## src/rtl/l2_mem_ctrl_if.sv

```systemverilog
// l2_mem_ctrl_if: L2-side line request signals and bmem-side burst signals for the memory controller
interface l2_mem_ctrl_if #(
    parameter int ADDR_WIDTH = 32,
    parameter int LINE_BITS  = 256,
    parameter int BEAT_BITS  = 64
);
    logic [ADDR_WIDTH-1:0] l2cache_addr;
    logic                  l2cache_read;
    logic                  l2cache_write;
    logic [LINE_BITS-1:0]  l2cache_wdata;
    logic [LINE_BITS-1:0]  l2cache_rdata;
    logic                  l2cache_resp;
    logic [ADDR_WIDTH-1:0] bmem_addr;
    logic                  bmem_read;
    logic                  bmem_write;
    logic [BEAT_BITS-1:0]  bmem_wdata;
    logic                  bmem_ready;
    logic [ADDR_WIDTH-1:0] bmem_raddr;
    logic [BEAT_BITS-1:0]  bmem_rdata;
    logic                  bmem_rvalid;

    modport master (
        input  l2cache_addr, l2cache_read, l2cache_write, l2cache_wdata,
        input  bmem_ready, bmem_raddr, bmem_rdata, bmem_rvalid,
        output l2cache_rdata, l2cache_resp,
        output bmem_addr, bmem_read, bmem_write, bmem_wdata
    );

    modport slave (
        output l2cache_addr, l2cache_read, l2cache_write, l2cache_wdata,
        output bmem_ready, bmem_raddr, bmem_rdata, bmem_rvalid,
        input  l2cache_rdata, l2cache_resp,
        input  bmem_addr, bmem_read, bmem_write, bmem_wdata
    );
endinterface

```

## src/rtl/l2_mem_ctrl.sv

```systemverilog
// l2_mem_ctrl: splits L2 line writebacks into bmem write beats and assembles read beats into line fills
module l2_mem_ctrl #(
    parameter int ADDR_WIDTH = 32,
    parameter int LINE_BITS  = 256,
    parameter int BEAT_BITS  = 64
) (
    input  logic              clk,
    input  logic              rst,
    l2_mem_ctrl_if.master     io_bus
);
    localparam int BEATS = LINE_BITS / BEAT_BITS;
    localparam int CW    = $clog2(BEATS);
    localparam int OFS   = $clog2(LINE_BITS / 8);

    typedef enum logic [2:0] {IDLE, RD_REQ, RD_DATA, WR_BEAT, RESP} state_t;

    state_t                r_state;
    state_t                w_next;
    logic [CW-1:0]         r_cnt;
    logic [ADDR_WIDTH-1:0] r_addr;
    logic [LINE_BITS-1:0]  r_wdata;
    logic [LINE_BITS-1:0]  r_buf;
    logic [LINE_BITS-1:0]  r_rdata;
    logic                  w_last;
    logic                  w_beat_hit;
    logic                  w_wr_acc;

    assign w_last     = r_cnt == CW'(BEATS - 1);
    assign w_beat_hit = r_state == RD_DATA && io_bus.bmem_rvalid && io_bus.bmem_raddr == r_addr;
    assign w_wr_acc   = r_state == WR_BEAT && io_bus.bmem_ready;

    // state register; reset abandons any burst in flight
    always_ff @(posedge clk) begin
        r_state <= rst ? IDLE : w_next;
    end

    // next state and bus outputs; writes win over reads, a held read is picked up after RESP
    always_comb begin
        w_next               = r_state;
        io_bus.bmem_read     = r_state == RD_REQ;
        io_bus.bmem_write    = r_state == WR_BEAT;
        io_bus.bmem_addr     = (r_state == RD_REQ || r_state == WR_BEAT) ? r_addr : '0;
        io_bus.bmem_wdata    = r_state == WR_BEAT ? r_wdata[BEAT_BITS*int'(r_cnt) +: BEAT_BITS] : '0;
        io_bus.l2cache_resp  = r_state == RESP;
        io_bus.l2cache_rdata = r_rdata;
        case (r_state)
            IDLE:    w_next = io_bus.l2cache_write ? WR_BEAT : io_bus.l2cache_read ? RD_REQ : IDLE;
            RD_REQ:  w_next = io_bus.bmem_ready ? RD_DATA : RD_REQ;
            RD_DATA: w_next = (w_beat_hit && w_last) ? RESP : RD_DATA;
            WR_BEAT: w_next = (w_wr_acc && w_last) ? RESP : WR_BEAT;
            default: w_next = IDLE;
        endcase
    end

    // datapath: latch request, step beat counter, assemble fill and publish it only when complete
    always_ff @(posedge clk) begin
        if (rst) begin
            r_cnt   <= '0;
            r_addr  <= '0;
            r_wdata <= '0;
            r_buf   <= '0;
            r_rdata <= '0;
        end else begin
            if (r_state == IDLE && (io_bus.l2cache_write || io_bus.l2cache_read))
                r_addr <= {io_bus.l2cache_addr[ADDR_WIDTH-1:OFS], {OFS{1'b0}}};
            if (r_state == IDLE && io_bus.l2cache_write)
                r_wdata <= io_bus.l2cache_wdata;
            if (r_state == RD_REQ)
                r_cnt <= '0;
            else if (w_wr_acc || w_beat_hit)
                r_cnt <= r_cnt + 1'b1;
            if (w_beat_hit)
                r_buf[BEAT_BITS*int'(r_cnt) +: BEAT_BITS] <= io_bus.bmem_rdata;
            if (w_beat_hit && w_last)
                r_rdata <= {io_bus.bmem_rdata, r_buf[LINE_BITS-BEAT_BITS-1:0]};
        end
    end
endmodule

```

## src/flat_wrapper.sv

```systemverilog
// flat-port wrapper written by rule: the top's interface ports become plain ports
module l2_mem_ctrl_flat 
#(
    parameter int ADDR_WIDTH = 32,
    parameter int LINE_BITS  = 256,
    parameter int BEAT_BITS  = 64
)
  (clk, rst, io_bus_l2cache_addr, io_bus_l2cache_read, io_bus_l2cache_write, io_bus_l2cache_wdata, io_bus_bmem_ready, io_bus_bmem_raddr, io_bus_bmem_rdata, io_bus_bmem_rvalid, io_bus_l2cache_rdata, io_bus_l2cache_resp, io_bus_bmem_addr, io_bus_bmem_read, io_bus_bmem_write, io_bus_bmem_wdata);
  l2_mem_ctrl_if #(.ADDR_WIDTH(ADDR_WIDTH), .LINE_BITS(LINE_BITS), .BEAT_BITS(BEAT_BITS)) io_bus_i ();
  input  logic clk;
  input  logic rst;
  input wire logic [$bits(io_bus_i.l2cache_addr)-1:0] io_bus_l2cache_addr;
  input wire logic [$bits(io_bus_i.l2cache_read)-1:0] io_bus_l2cache_read;
  input wire logic [$bits(io_bus_i.l2cache_write)-1:0] io_bus_l2cache_write;
  input wire logic [$bits(io_bus_i.l2cache_wdata)-1:0] io_bus_l2cache_wdata;
  input wire logic [$bits(io_bus_i.bmem_ready)-1:0] io_bus_bmem_ready;
  input wire logic [$bits(io_bus_i.bmem_raddr)-1:0] io_bus_bmem_raddr;
  input wire logic [$bits(io_bus_i.bmem_rdata)-1:0] io_bus_bmem_rdata;
  input wire logic [$bits(io_bus_i.bmem_rvalid)-1:0] io_bus_bmem_rvalid;
  output wire logic [$bits(io_bus_i.l2cache_rdata)-1:0] io_bus_l2cache_rdata;
  output wire logic [$bits(io_bus_i.l2cache_resp)-1:0] io_bus_l2cache_resp;
  output wire logic [$bits(io_bus_i.bmem_addr)-1:0] io_bus_bmem_addr;
  output wire logic [$bits(io_bus_i.bmem_read)-1:0] io_bus_bmem_read;
  output wire logic [$bits(io_bus_i.bmem_write)-1:0] io_bus_bmem_write;
  output wire logic [$bits(io_bus_i.bmem_wdata)-1:0] io_bus_bmem_wdata;
  assign io_bus_i.l2cache_addr = io_bus_l2cache_addr;
  assign io_bus_i.l2cache_read = io_bus_l2cache_read;
  assign io_bus_i.l2cache_write = io_bus_l2cache_write;
  assign io_bus_i.l2cache_wdata = io_bus_l2cache_wdata;
  assign io_bus_i.bmem_ready = io_bus_bmem_ready;
  assign io_bus_i.bmem_raddr = io_bus_bmem_raddr;
  assign io_bus_i.bmem_rdata = io_bus_bmem_rdata;
  assign io_bus_i.bmem_rvalid = io_bus_bmem_rvalid;
  assign io_bus_l2cache_rdata = io_bus_i.l2cache_rdata;
  assign io_bus_l2cache_resp = io_bus_i.l2cache_resp;
  assign io_bus_bmem_addr = io_bus_i.bmem_addr;
  assign io_bus_bmem_read = io_bus_i.bmem_read;
  assign io_bus_bmem_write = io_bus_i.bmem_write;
  assign io_bus_bmem_wdata = io_bus_i.bmem_wdata;
  l2_mem_ctrl #(.ADDR_WIDTH(ADDR_WIDTH), .LINE_BITS(LINE_BITS), .BEAT_BITS(BEAT_BITS)) u_core (.clk(clk), .rst(rst), .io_bus(io_bus_i));
endmodule
```

## config.mk

```make
export PLATFORM = sky130hd
export DESIGN_NAME = l2_mem_ctrl_flat
export DESIGN_NICKNAME = d
export VERILOG_FILES = /design/src/rtl/l2_mem_ctrl_if.sv /design/src/rtl/l2_mem_ctrl.sv /design/src/flat_wrapper.sv
export SDC_FILE = /design/constraint.sdc
export NUM_CORES = 2
export LEC_CHECK = 0
export CAP_MARGIN = 20
export CORE_AREA = 4 4 291 293
export CTS_CLUSTER_DIAMETER = 120
export DETAILED_ROUTE_END_ITERATION = 10
export DIE_AREA = 0 0 295 297
export GPL_TIMING_DRIVEN = 0
export PLACE_DENSITY = 0.56
export SYNTH_ARGS = -nofsm -noshare
export SYNTH_HDL_FRONTEND = slang
export SYNTH_SLANG_ARGS = --single-unit
export TNS_END_PERCENT = 20
```

## constraint.sdc

```tcl
create_clock -name clk -period 2.8 [get_ports clk]
set_input_delay 0.56 -clock clk [delete_from_list [all_inputs] [get_ports clk]]
set_output_delay 0.56 -clock clk [all_outputs]
set_load 0.01 [all_outputs]
```

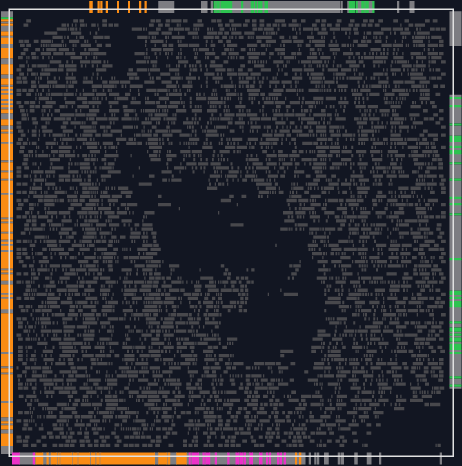
pins.png
Drawn at 1.5 px/um. Pins as bars across the die edge, other pins in grey.
Green is `io_bus_bmem_rdata`, pins 64, direction input, edge 33 right, 30 top, 1 left. Magenta is `io_bus_l2cache_addr`, pins 32, direction input, edge bottom. Orange is `io_bus_l2cache_wdata`, pins 256, direction input, edge 157 left, 90 bottom, 9 top.
All pins by edge: 228 bottom, 217 left, 161 right, 139 top.

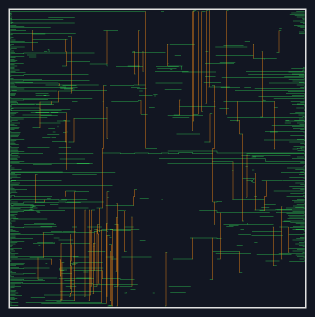
metal_stack.png
Drawn at 1 px/um. Only two layers are drawn.
Orange is met4, wire length 4,060 um. Green is met3, wire length 9,480 um.

==> reports/results.txt <==
CTS tree - done
Tool warnings - 37
Vias per Instance - 4.99
Final nets - 4,719
HPWL after detailed placement - 96,100 um
Clock Latency Late Sink - 0.64 ns
Failing checks - negative setup slack
Max incr delay on CP - 0.50 ns
Largest area contributor in the synthesized netlist - dfxtp_1
Status - complete, but fails checks
Share of layout cells above drive strength 1 - 10.4%
Endpoints failing setup - 39
P per Cell Area - 607 nW/um^2
Relative slew slack - 31.7%
Cycle use final - 103%
Final WS setup - -0.0924 ns
Worst Max-Slew Pin Slew - 1.02 ns
Sw power - 6.26 mW
Crit-path max FO - 6
Num Clock Sinks - 736
Largest net degree at the start of global routing - 15
XOR-XNOR Cells, Area Fraction - 0.842%
Area Growth Syn to Fin - 44.2%
Top cell excl fill/tap - nand2_1
VDD IR max - 0.000462 V
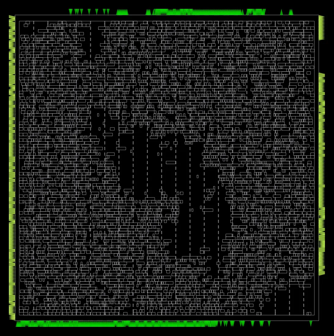
final_placement.png
fillers: 8,236
Site Rows: 105

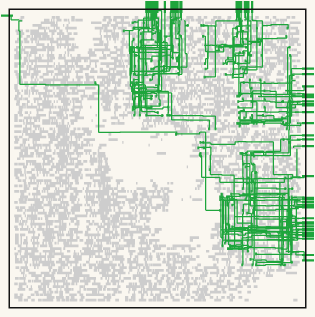
port_nets.png
Drawn at 1 px/um.
Green is `io_bus_bmem_rdata`, direction input, edge 33 right, 30 top, 1 left, end cells 256, wire 9,720 um.
IO Port Bufs: 733
IO Pins: 745

[layout make-up]
cell class              instances  area (um^2)  area share, %
multi-input cells            2437        12400           30.5
diodes                         13         32.5         0.0803
clock buffers                 117         2370           5.86
clock inverters                28          373          0.921
flip-flops and latches        736        14700           36.4
well taps                    1070         1340           3.31
inverters                       3         11.3         0.0278
repair buffers                767         7720           19.1
plain buffers                 298         1540           3.79
[per-stage QoR]
step	hold slack (ns)	cell area [um^2]
after global routing	0.459	40500
after global placement	0.437	36800
after CTS	0.430	40200
after floorplan	0.432	28100
after detailed placement	0.444	36800
final	0.447	40500
[final timing paths]
check / from / end / slack [ns] / cells after the start
max: u_core.r_cnt[0] / io_bus_bmem_wdata[57] / -0.09 / 7
min: u_core.io_bus.l2cache_rdata[63] / u_core.io_bus.l2cache_rdata[63] / 0.45 / 2
max reg2reg: u_core.r_state[1] / u_core.r_wdata[253] / 0.09 / 7
min reg2reg: u_core.io_bus.l2cache_rdata[63] / u_core.io_bus.l2cache_rdata[63] / 0.45 / 2
[power groups by stage]
stage | clock network [mW] | logic, mW | registers (mW)
floorplan | 0 | 1.18 | 11.2
finish | 10.9 | 2.63 | 11.0
detailed placement | 0 | 2.51 | 11.3
CTS | 11.1 | 2.62 | 11.0
global route | 11.6 | 2.84 | 11.1
global placement | 0 | 2.49 | 11.2
[logic make-up after synthesis]
logic type | after synthesis
flops | 736
simple gates | 1596
compound gates | 739
buf+inv | 301
xor+xnor | 27
fa+ha+maj | 5
other cells | 1
mux | 65
[layer usage]
layer  part of all wire, %  up-vias  routed length, um  global-route usage, %
li1                      -    13254                  -                      -
met1                    40    12914              50000                   33.0
met2                    49      914              60300                   46.6
met3                   7.7      190               9480                   6.77
met4                   3.3       10               4060                   9.79
met5                 0.071        -                 88                      0
[cell usage after synthesis (all sizes together)]
master	instances
nand2	1276
dfxtp	736
a21oi	733
clkbuf	233
nand3	194
and3	65
buf	65
mux4	64
and2	30
xnor2	26
nand4	10
ha	5
and4	4
nor3b	4
nor4	4
inv	3
nor2	3
o21ai	3
nor3	2
a31oi	1
and3b	1
conb	1
mux2i	1
nor2b	1
o21a	1
o31a	1
or3	1
or4b	1
xor2	1
[state kept, by name, indices dropped and copies added, names as in the netlist]
signal and count:
u_core.io_bus.l2cache_rdata 256, u_core.r_cnt 2, u_core.r_addr 27, u_core.r_state 3
u_core.r_wdata 256, u_core.r_buf 192
[worst max-delay path: cells and delay by family, from the launching register on]
family        cells  cell delay [ns]
buf+inv           5             0.65
simple gates      1             0.21
mux               1             0.50
flops             1             0.36
[what timing repair did]
action / CTS / global route
resized: 468 / 64
pin swaps: 7 / 9
endpoints found under the setup margin: 552 / 423
buffers inserted: 18 / 11
cloned: 4 / 0
Power is estimated from default activity; no workload was simulated.
